Design riscv_lsu, sky130hd; sources not shown.
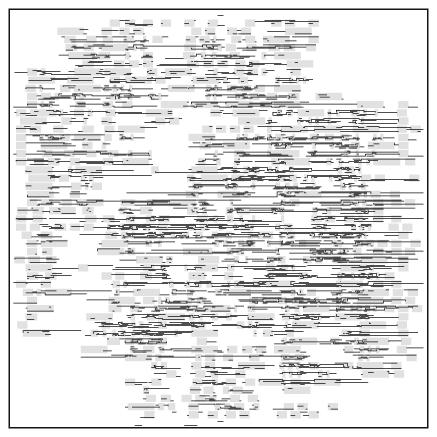
**Above:** signal wires on met1.
Drawn at 3 px/um. Cells faint in the background.
The layer holds 44% of the routed length. The wires run mostly horizontal. The longest straight run is 42.8 um. The layer carries 7,800 um of wire. 699 nets have wire on it.
vias: 4,862
global routing usage on met1: 23.61%
WL final: 17.88 mm

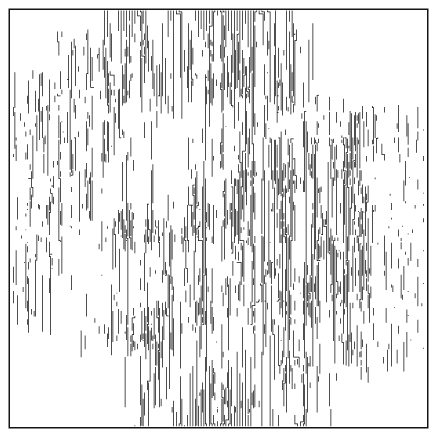
**Above:** M2 wires.
Drawn at 3 px/um.
The layer holds 48% of the routed length. The layer carries 8,660 um of wire. The wires run mostly vertical. The longest straight run is 53.9 um. 735 nets have wire on it.
met2 Use GR: 32.08%

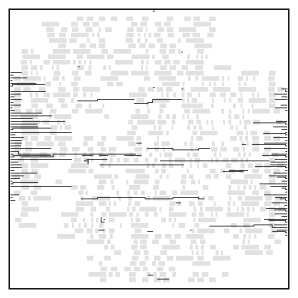
**Above:** the metal 3 layer.
Drawn at 2 px/um. Cells faint in the background.
The layer carries 1,190 um of wire. The layer holds 6.7% of the routed length. The wires run mostly horizontal. 111 nets have wire on it.
met3 Usage GRT: 5.249%

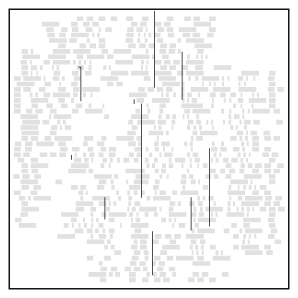
**Above:** M4 wires.
Drawn at 2 px/um. Cells faint in the background.
The wires run mostly vertical. 5 nets have wire on it. The longest straight run is 46.9 um. The layer holds 1.2% of the routed length. The layer carries 219 um of wire.

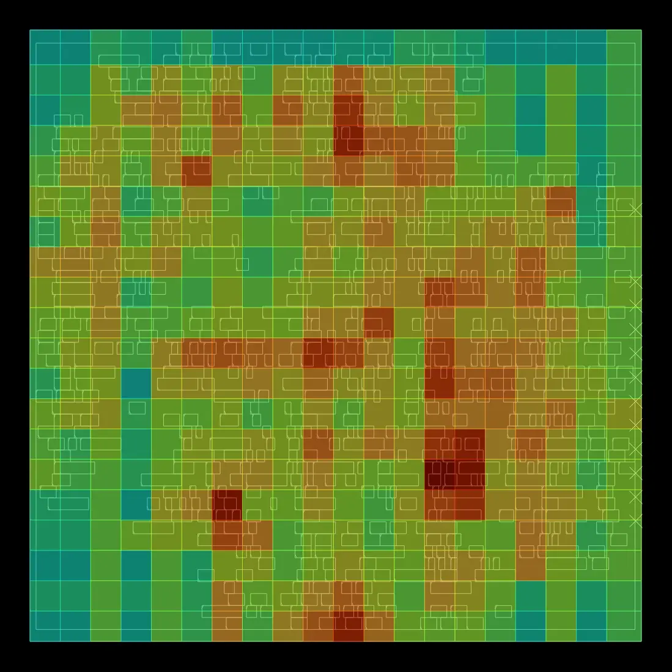
**Above:** track usage over the die.
GRT Max-Usage Layer: met2
WL/cell: 19.15 um

==> flow_summary_export.csv <==
group,metric,value,unit
placement,post-place-ws,0.4783,ns
detailed_routing,drtIter0Drc,222,
yosys,synth-seq-cells,91,
cts,cts.repair.resized,0,
global_routing,grt_pass1_vias,5152,
cells_and_area,area_growth,43.56,%
outcome,failed_checks,"design-rule violations",
yosys,yosys_warnings,0,
critical_path,cp-end-kind,"primary output",
critical_path,crit_family,"flip-flops",
critical_path,setup.worst_path.start_class,"flop",
timing,worst_slew_pin_slew,1.031,ns
timing,clock_skew,0.04404,ns
pwr,total_power,1478,uW
cells_and_area,drive_above_1_share,7.102,%
global_routing,grt_antenna_before_repair,2,
yosys,simple_gate_share,15.88,%
yosys,synth.most_common_cell,"dfrtp_1",
placement,placed_area,7142,um^2
pwr,comb_power,304,uW
yosys,yosysTopAreaCellShare,44.94,%
cells_and_area,sh_comb_area,35.88,%
timing,fmax,0.2478,GHz
yosys,common_cells,"91 x dfrtp_1, 64 x nor2_1, 50 x nand2_1",
yosys,ys_sh_mux,13.73,%
critical_path,path_cells,"nor2b_1, clkdlybuf4s50_1",
cts,cts-htree-levels,3,
cts,cts_sinks,91,
yosys,synth.avg_cell_area,9.579,um^2
yosys,synth_top_cell_by_area,"dfrtp_1",
yosys,ys.flop_type,"dfrtp_1",
cells_and_area,postLayoutCellArea,7274,um^2
detailed_routing,dr.max_layer_used,"met5",
outcome,status,"finished, violations left",
run,maxCapViolations,0,
placement,dp.cells,916,
yosys,top_cells_by_area,"dfrtp_1 45%, mux2_1 6.7%, mux2i_1 6.1%, a21oi_1 4.7%, nor2_1 4.7%",
detailed_routing,drc_errors,12,
pwr,p_seq_share,51.4,%
timing,finalHoldViolations,0,
pwr,intPower,1013,uW
yosys,synthCells,529,
critical_path,cp_max_fo,20,
floorplanning,fp.dieW,139.0,um
critical_path,worstPathArrival,2.57,ns
timing,fin_crit,4.035,ns
cells_and_area,clockNetworkAreaShare,1.686,%
pwr,pwr-share-comb,20.5,%
cells_and_area,inverters,6,
cells_and_area,layout_top_cell,"clkdlybuf4s50_1",
No activity file was given, so power comes from the tool's default toggle rates.
